==> src/rtl/mem_ctrl_pkg.sv <==
// Shared types and helpers for the data-memory access sequencer.
package mem_ctrl_pkg;

    typedef enum logic [1:0] {
        IDLE = 2'd0,
        BUSY = 2'd1,
        DONE = 2'd2,
        ERR  = 2'd3
    } state_e;

    localparam int DEFAULT_TIMEOUT = 15;

    // Wide enough to hold TIMEOUT itself, so the counter can saturate there.
    function automatic int cnt_width(input int timeout);
        return (timeout < 1) ? 1 : $clog2(timeout + 1);
    endfunction

endpackage

==> src/rtl/mem_wdog_counter.sv <==
// Watchdog for outstanding memory accesses: clearable, saturating counter.
// expired is high on the last BUSY cycle allowed before an abort.
module mem_wdog_counter
    import mem_ctrl_pkg::*;
#(
    parameter int TIMEOUT = DEFAULT_TIMEOUT,
    localparam int CW = cnt_width(TIMEOUT)
) (
    input  logic clock,
    input  logic reset,
    input  logic clr,
    input  logic en,
    output logic expired
);

    localparam logic [CW-1:0] SAT  = CW'(TIMEOUT);
    localparam logic [CW-1:0] LAST = CW'(TIMEOUT - 1);

    logic [CW-1:0] cnt_d, cnt_q;

    always_comb begin
        cnt_d = cnt_q;
        if (clr) begin
            cnt_d = '0;
        end else if (en && (cnt_q != SAT)) begin
            cnt_d = cnt_q + 1'b1;
        end
    end

    always_ff @(posedge clock) begin
        if (reset) begin
            cnt_q <= '0;
        end else begin
            cnt_q <= cnt_d;
        end
    end

    // This cycle's increment would reach TIMEOUT.
    assign expired = (cnt_q >= LAST);

endmodule

==> src/rtl/mem_access_ctrl.sv <==
// Load/store sequencer between decoder strobes and a handshaked data memory.
// Optional MEM_ALIGN_CHK_EN: misaligned requests abort instead of being word-aligned.
module mem_access_ctrl
    import mem_ctrl_pkg::*;
#(
    parameter int AW      = 32,
    parameter int DW      = 32,
    parameter int TIMEOUT = DEFAULT_TIMEOUT
) (
    input  logic          clock,
    input  logic          reset,
    input  logic          readmem,
    input  logic          writemem,
    input  logic [AW-1:0] addr,
    input  logic [DW-1:0] wdata,
    output logic          stall,
    output logic [DW-1:0] rdata,
    output logic          rvalid,
    output logic          buserr,
    output logic          mem_req,
    output logic          mem_we,
    output logic [AW-1:0] mem_addr,
    output logic [DW-1:0] mem_wdata,
    input  logic          mem_ack,
    input  logic [DW-1:0] mem_rdata
);

    state_e        state_d, state_q;
    logic          mem_req_d, mem_req_q;
    logic          mem_we_d, mem_we_q;
    logic [AW-1:0] mem_addr_d, mem_addr_q;
    logic [DW-1:0] mem_wdata_d, mem_wdata_q;
    logic [DW-1:0] rdata_d, rdata_q;
    logic          rvalid_d, rvalid_q;
    logic          buserr_d, buserr_q;

    logic          strobe;
    logic          misaligned;
    logic [AW-1:0] addr_eff;
    logic          expired;

    assign strobe = readmem | writemem;

`ifdef MEM_ALIGN_CHK_EN
    assign misaligned = (addr[1:0] != 2'b00);
    assign addr_eff   = addr;
`else
    assign misaligned = 1'b0;
    assign addr_eff   = addr & ~AW'(3);
`endif

    mem_wdog_counter #(
        .TIMEOUT (TIMEOUT)
    ) u_wdog (
        .clock   (clock),
        .reset   (reset),
        .clr     (state_q == IDLE),
        .en      ((state_q == BUSY) && !mem_ack),
        .expired (expired)
    );

    always_comb begin
        state_d     = state_q;
        mem_req_d   = mem_req_q;
        mem_we_d    = mem_we_q;
        mem_addr_d  = mem_addr_q;
        mem_wdata_d = mem_wdata_q;
        rdata_d     = rdata_q;
        rvalid_d    = 1'b0;
        buserr_d    = 1'b0;

        case (state_q)
            IDLE: begin
                // A simultaneous load+store is treated as a store.
                if (strobe) begin
                    mem_we_d    = writemem;
                    mem_addr_d  = addr_eff;
                    mem_wdata_d = wdata;
                    if (misaligned) begin
                        state_d  = ERR;
                        buserr_d = 1'b1;
                        rdata_d  = '0;
                    end else begin
                        state_d   = BUSY;
                        mem_req_d = 1'b1;
                    end
                end
            end
            BUSY: begin
                // Ack wins over a watchdog expiry in the same cycle.
                if (mem_ack) begin
                    state_d   = DONE;
                    mem_req_d = 1'b0;
                    rvalid_d  = !mem_we_q;
                    if (!mem_we_q) begin
                        rdata_d = mem_rdata;
                    end
                end else if (expired) begin
                    state_d   = ERR;
                    mem_req_d = 1'b0;
                    buserr_d  = 1'b1;
                    rdata_d   = '0;
                end
            end
            DONE:    state_d = IDLE;
            ERR:     state_d = IDLE;
            default: state_d = IDLE;
        endcase
    end

    always_ff @(posedge clock) begin
        if (reset) begin
            state_q     <= IDLE;
            mem_req_q   <= 1'b0;
            mem_we_q    <= 1'b0;
            mem_addr_q  <= '0;
            mem_wdata_q <= '0;
            rdata_q     <= '0;
            rvalid_q    <= 1'b0;
            buserr_q    <= 1'b0;
        end else begin
            state_q     <= state_d;
            mem_req_q   <= mem_req_d;
            mem_we_q    <= mem_we_d;
            mem_addr_q  <= mem_addr_d;
            mem_wdata_q <= mem_wdata_d;
            rdata_q     <= rdata_d;
            rvalid_q    <= rvalid_d;
            buserr_q    <= buserr_d;
        end
    end

    // Strobes in DONE/ERR belong to the departing instruction, so no stall there.
    assign stall     = ((state_q == IDLE) && strobe) || (state_q == BUSY);
    assign mem_req   = mem_req_q;
    assign mem_we    = mem_we_q;
    assign mem_addr  = mem_addr_q;
    assign mem_wdata = mem_wdata_q;
    assign rdata     = rdata_q;
    assign rvalid    = rvalid_q;
    assign buserr    = buserr_q;

endmodule

==> config.mk <==
export PLATFORM = sky130hd
export DESIGN_NAME = mem_access_ctrl
export DESIGN_NICKNAME = d
export VERILOG_FILES = /design/src/rtl/mem_ctrl_pkg.sv /design/src/rtl/mem_wdog_counter.sv /design/src/rtl/mem_access_ctrl.sv
export SDC_FILE = /design/constraint.sdc
export NUM_CORES = 1
export LEC_CHECK = 0
export CORE_ASPECT_RATIO = 0.9
export CORE_MARGIN = 4
export CORE_UTILIZATION = 42
export CTS_CLUSTER_SIZE = 28
export DETAILED_ROUTE_END_ITERATION = 7
export PLACE_DENSITY_LB_ADDON = 0.05
export SYNTH_ARGS = -nofsm -noshare
export SYNTH_HDL_FRONTEND = slang
export SYNTH_SLANG_ARGS = --single-unit
==> constraint.sdc <==
create_clock -name clock -period 2.85 [get_ports clock]
set_input_delay 0.57 -clock clock [delete_from_list [all_inputs] [get_ports clock]]
set_output_delay 0.57 -clock clock [all_outputs]
set_load 0.02 [all_outputs]
Clock distribution:
Scale: 3 px per µm.
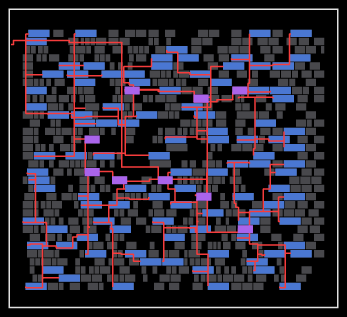
[flip-flops] blue | count: 104
[clock wires] red | length: 1150 µm
[clock-net drivers] purple | count: 9
routed clock nets	10
clock network power consumption: 0.872 mW
worst-skew pair later-pin latency: 360 ps
proportion of power drawn by the clock network: 27.1%
post-route clock skew: 9.908 ps

Track usage over the die:
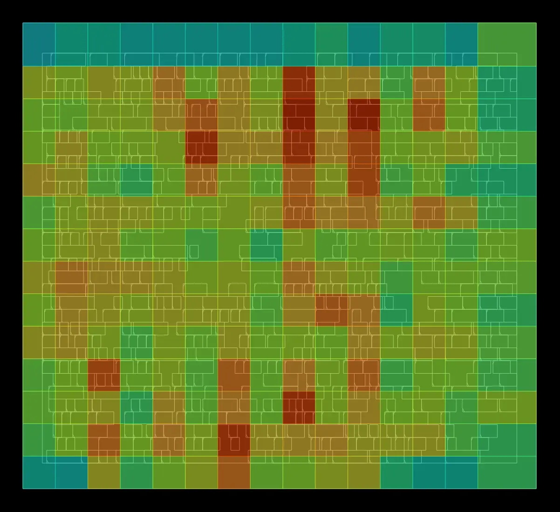
Final Core Density: 69.08%
most heavily used metal layer in global routing: met2
fraction of met2 tracks used by global routing: 34.70%
GRT Overall Usage: 21.66%

Nets reached from selected ports:
Scale: 2 px per µm.
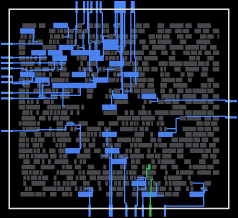
port	colour	bits	direction	edge	end cells	buffers	wire
stall	green	1	output	bottom	1	1	20.9 µm
mem_wdata	blue	32	output	14 top, 9 left, 7 bottom, 2 right	32	32	1080 µm

Cell density map:
Scale: 3 px per µm. 11 x 10 tiles, from dark blue (low) to red (high), 0 to 100% covered.
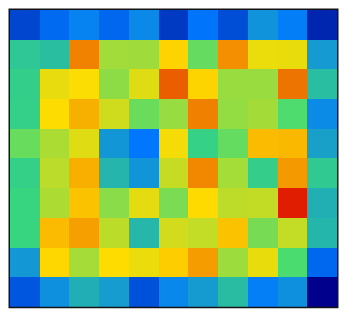
fullest tile	97%
tiles over 75% full	20%
mean over tiles	55%

==> results_slide.txt <==
Physical Implementation Snapshot

Job
  – Number of warnings in the stage logs: 29

Drt
  – Top Metal Used: met4
  – Number of detailed-routing iterations run before antenna repair: 4
  – Drt drc: 0
  – Via density per instance: between 5 and 6
  – Total vias in the final route: roughly 3900

Synth
  – Compound Share, Synth: between 20% and 30%
  – Warning count from the yosys run: 0
  – Mean post-synth cell area: between 9 and 10 µm²

CTS
  – Number of buffers created by CTS: 9
  – Number of gates resized after CTS: 0

Critical path
  – Worst Setup End Kind: output port
  – Length in cells of the worst reg-to-reg path: 5
  – Reg-to-Reg Start: u_wdog.cnt_q[0]

Run status
  – Status: finished, final reports clean

Finish
  – Dominant logic cell type in the layout: sky130_fd_sc_hd__clkdlybuf4s50_1
  – Flip-flop and latch area: approximately 2100 µm²
  – Clock tree buffer count of the final layout: 10

Floorplanning
  – Share of the core filled by cells before placement: a little over two fifths
  – Area of the core: 8768 µm²

Timing
  – Final setup vio count: 0

Worst hold path
  – Worst hold-check path type: register to register
Power is estimated from default activity; no workload was simulated.
